==> config.mk <==
export PLATFORM = sky130hd
export DESIGN_NAME = ccc_lock_reset_ctrl
export DESIGN_NICKNAME = d
export VERILOG_FILES = /design/src/rtl/ccc_lock_reset_ctrl.sv
export SDC_FILE = /design/constraint.sdc
export NUM_CORES = 1
export LEC_CHECK = 0
export CAP_MARGIN = 5
export CELL_PAD_IN_SITES_DETAIL_PLACEMENT = 0
export CELL_PAD_IN_SITES_GLOBAL_PLACEMENT = 1
export CORE_ASPECT_RATIO = 0.8
export CORE_MARGIN = 3
export CORE_UTILIZATION = 45
export DETAILED_ROUTE_END_ITERATION = 7
export PLACE_DENSITY = 0.84
export REMOVE_ABC_BUFFERS = 1
export SLEW_MARGIN = 40
export SYNTH_ARGS = -nofsm -noshare
export SYNTH_HDL_FRONTEND = slang
export SYNTH_SLANG_ARGS = --single-unit
==> constraint.sdc <==
create_clock -name CLK -period 4.93 [get_ports CLK]
set_input_delay 0.493 -clock CLK [delete_from_list [all_inputs] [get_ports CLK]]
set_output_delay 0.493 -clock CLK [all_outputs]
set_load 0.01 [all_outputs]
==> run_1/layers.png <==
Drawn at 6 px/micron.
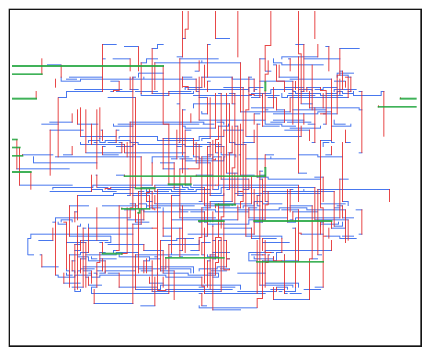
Key: red = M2 [wire length 1380 microns]; green = M3 [wire length 132 microns]; blue = M1 [wire length 1570 microns]
GRT Overall Usage: 17.9%
final WL: 3090 microns

==> run_1/m3.png <==
Drawn at 4 px/micron.
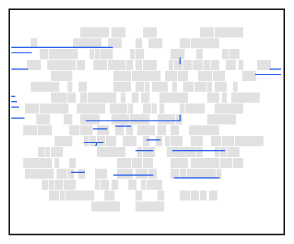
The longest straight run is 25.1 microns. The wires run mostly horizontal. The layer holds 4.3% of the routed length. The layer carries 132 microns of wire.
met3 Resource Use GR: 4.85%
via total after detailed routing: 1260

==> run_1/floorplan.png <==
Drawn at 6 px/micron. Pins as bars on the die edge. Tap cells in gray.
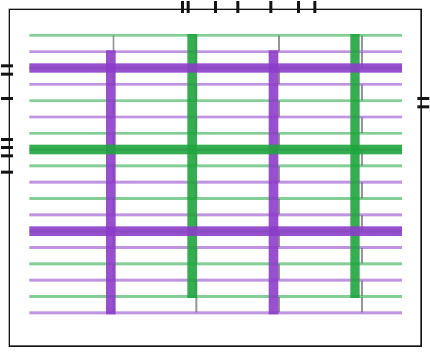
Key: purple = VSS; green = VDD
The core has 17 rows. 18 met1 rails follow the rows. 16 signal pins sit on the boundary. 4 straps on met4.
worst vdd ir: 0.203 mV
placeable core area: 0.00287 sq mm

==> flow_summary.json, run 1 <==
{
  "top_power_group": "sequential cells",
  "fin_skew_ns": 0.00301,
  "ys_area_sq_mm": 0.00140,
  "critPathRequiredTime_ns": 5.13,
  "rows": 17,
  "inverters_excl_clock": 10,
  "drc_errors": 0,
  "comb_area_sq_um": 841,
  "arrival_ns": 2.39,
  "nMultiInputCombCells": 117,
  "wl_met2_microns": 1380,
  "instances_no_fill": 209,
  "critical_path_class": "input port to flop",
  "place_ws_ns": 2.46,
  "pg_clk_mw": 0.121,
  "ys_sh_xor_pct": 4.38,
  "top_logic_kind": "simple AND/OR/NAND/NOR gates",
  "timing.hold.ws_ns": 0.460,
  "slew_headroom_pct": 61.4,
  "io_pins": 16,
  "nNetsFinal": 182,
  "holdPathStages": 1,
  "power_sequential_mw": 0.204,
  "firstDrtPassIters": 4,
  "simple_gate_area_share_pct": 26.0,
  "syn_area_per_cell_sq_um": 8.93,
  "period_used_pct": 44.4,
  "overflow": 0,
  "status": "finished, final reports clean",
  "power.clock.fraction_pct": 36.1,
  "finalSetupViolCount": 0,
  "yosys_warnings": 0,
  "areaGrowthSynthToFinish_pct": 15.4,
  "p_total_mw": 0.334,
  "hold_viol": 0,
  "fin_util_pct": 56.3,
  "drt_iter0_drc": 147,
  "use_met2_pct": 25.0,
  "met1_length_microns": 1570,
  "top_cell": "dfxtp_1",
  "cp_slowest_cell": "or4_4",
  "gp_congestion": 0.838
}
==> run 2: changes to the inputs <==
--- a/config.mk
+++ b/config.mk
@@ -10,9 +10,9 @@
 export CELL_PAD_IN_SITES_GLOBAL_PLACEMENT = 1
 export CORE_ASPECT_RATIO = 0.8
 export CORE_MARGIN = 3
-export CORE_UTILIZATION = 45
+export CORE_UTILIZATION = 38
 export DETAILED_ROUTE_END_ITERATION = 7
-export PLACE_DENSITY = 0.84
+export PLACE_DENSITY = 0.76
 export REMOVE_ABC_BUFFERS = 1
 export SLEW_MARGIN = 40
 export SYNTH_ARGS = -nofsm -noshare
==> constraint.sdc (replaced) <==
create_clock -name CLK -period 2 [get_ports CLK]
set_input_delay 0.2 -clock CLK [delete_from_list [all_inputs] [get_ports CLK]]
set_output_delay 0.2 -clock CLK [all_outputs]
set_load 0.01 [all_outputs]
==> run_2/floorplan.png <==
Drawn at 4 px/micron. Pins as bars on the die edge. Tap cells in gray.
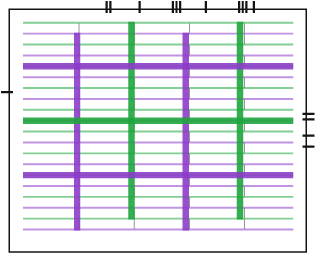
Key: purple = VSS; green = VDD
42 tap cells. 4 straps on met4. 3 straps on met5.
Die Width: 73.9 microns
Die Span Y: 60.3 microns
worst vdd ir: 0.305 mV
placeable core area: 0.00349 sq mm

==> run_2/layers.png <==
Drawn at 4 px/micron.
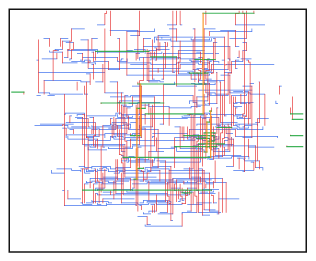
Key: orange = M4 [wire length 74.8 microns]; blue = M1 [wire length 1650 microns]; red = M2 [wire length 1480 microns]; green = M3 [wire length 207 microns]
final WL: 3410 microns
GRT Overall Usage: 16.2%
via total after detailed routing: 1309

==> run 2 against run 1 <==
Synthesized area unchanged. Global-route usage down 1.8 points. Highest routed layer is now met4. Largest cell class unchanged. Total power increased to 2.5 times the previous value. Synthesized cell count stayed put. Non-clock buffer count is 10 higher. Critical path type is now flop to flop.
==> flow_summary.json, run 2 <==
{
  "status": "finished, final reports clean",
  "instances_no_fill": 223,
  "drt_iter0_drc": 161,
  "gp_congestion": 0.852,
  "wl_met2_microns": 1480,
  "rows": 19,
  "drc_errors": 0,
  "power.clock.fraction_pct": 36.7,
  "met3_usage_pct": 3.70,
  "ys_area_sq_mm": 0.00140,
  "power_sequential_mw": 0.502,
  "holdPathStages": 1,
  "slew_headroom_pct": 64.4,
  "p_total_mw": 0.835,
  "comb_area_sq_um": 841,
  "simple_gate_area_share_pct": 26.0,
  "io_pins": 16,
  "firstDrtPassIters": 4,
  "syn_area_per_cell_sq_um": 8.93,
  "ys_sh_xor_pct": 4.38,
  "timing.hold.ws_ns": 0.444,
  "areaGrowthSynthToFinish_pct": 21.5,
  "period_used_pct": 95.5,
  "met1_length_microns": 1650
}
==> run 3: changes to the inputs <==
--- a/config.mk
+++ b/config.mk
@@ -5,7 +5,7 @@
 export SDC_FILE = /design/constraint.sdc
 export NUM_CORES = 1
 export LEC_CHECK = 0
-export CAP_MARGIN = 5
+export CAP_MARGIN = 20
 export CELL_PAD_IN_SITES_DETAIL_PLACEMENT = 0
 export CELL_PAD_IN_SITES_GLOBAL_PLACEMENT = 1
 export CORE_ASPECT_RATIO = 0.8
==> constraint.sdc (replaced) <==
create_clock -name CLK -period 1.6 [get_ports CLK]
set_input_delay 0.16 -clock CLK [delete_from_list [all_inputs] [get_ports CLK]]
set_output_delay 0.16 -clock CLK [all_outputs]
set_load 0.01 [all_outputs]
==> run_3/m3.png <==
Drawn at 4 px/micron.
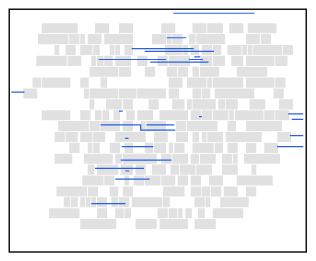
The layer holds 4.7% of the routed length. The layer carries 187 microns of wire. The wires run mostly horizontal.
final WL: 4010 microns
met3 Resource Use GR: 3.70%

==> run_3/layers.png <==
Drawn at 4 px/micron.
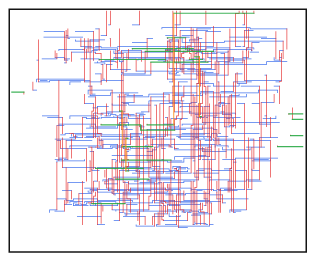
Key: orange = M4 [wire length 59.8 microns]; red = M2 [wire length 1830 microns]; green = M3 [wire length 187 microns]; blue = M1 [wire length 1930 microns]
via total after detailed routing: 1439
GRT Overall Usage: 18.6%
DR WL/cell: 16.0 microns

==> run 3 against run 2 <==
The flow now finishes with violations (negative setup slack). Clock-buffer cell count rose by 1. Global-route usage rose by 2.4 points. First-iteration DRC count fell by 23%. Synthesized area did not move. Fmax rose by 6.2%. Final area rose by 27%. Flip-flop count did not move. Critical path depth did not move. Cell count rose by 13%. Critical path type unchanged. Critical endpoint is now cnt_r[7]$_SDFFE_PP0P_. Largest cell class unchanged. Largest power group unchanged. Highest routed layer unchanged.
==> flow_summary.json, run 3 <==
{
  "status": "complete, but fails checks",
  "violations": "negative setup slack",
  "ys_seq_share_pct": 35.7,
  "p_total_mw": 1.06,
  "cp_slowest_cell": "or4_4",
  "use_met2_pct": 28.5,
  "areaGrowthSynthToFinish_pct": 54.4,
  "die_x_microns": 73.9,
  "worst_slack_ns": -0.198,
  "power_sequential_mw": 0.624,
  "nNetsFinal": 220,
  "arrival_ns": 2.00,
  "top_cell": "dfxtp_1",
  "syn_area_per_cell_sq_um": 8.93,
  "fin_skew_ns": 0.00408,
  "slew_headroom_pct": 79.0,
  "wl_met2_microns": 1830,
  "drt_iter0_drc": 124,
  "antenna_found_initial": 0,
  "fin_util_pct": 61.9,
  "critical_path_class": "flop to flop",
  "gp_congestion": 0.885,
  "coreArea_sq_mm": 0.00349,
  "timing.hold.ws_ns": 0.435,
  "nMultiInputCombCells": 117,
  "irDropWorstVdd_mv": 0.375,
  "firstDrtPassIters": 4,
  "die-height_microns": 60.3,
  "power.clock.fraction_pct": 36.8,
  "finalSetupViolCount": 6,
  "layout_top_cells": "buf_4, dfxtp_1, clkdlybuf4s50_1",
  "enable_flop_cells": 0,
  "overflow": 0,
  "pg_clk_mw": 0.391,
  "yosysCellCount": 157,
  "inverters_excl_clock": 10,
  "ys_sh_xor_pct": 4.38,
  "met1_length_microns": 1930,
  "comb_area_sq_mm": 0.00105,
  "critPathRequiredTime_ns": 1.80,
  "top_power_group": "sequential cells",
  "drc_errors": 0,
  "place_ws_ns": -0.348,
  "hold_viol": 0,
  "instances_no_fill": 251,
  "io_pins": 16,
  "rows": 19,
  "top_logic_kind": "simple AND/OR/NAND/NOR gates",
  "holdPathStages": 2
}

==> gallery <==
The metal 2 layer.
Drawn at 4 px/micron.
panel A
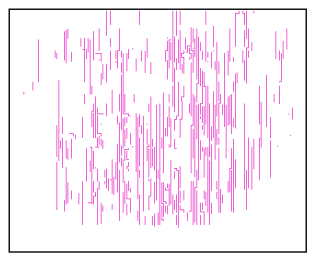
panel B
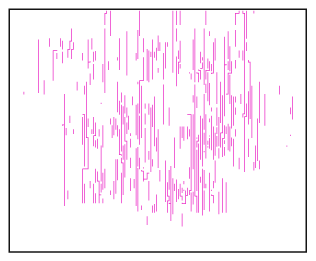
panel C
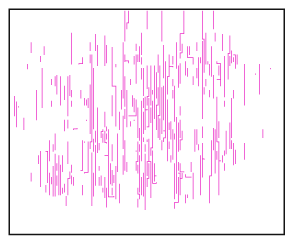
The one with the smallest die is panel C.
- run 1 = panel C
- run 2 = panel B
- run 3 = panel A

Key to panel B:
The layer holds 43% of the routed length. The longest straight run is 27.9 microns. 160 nets have wire on it.

Power and IR drop assume default switching activity.
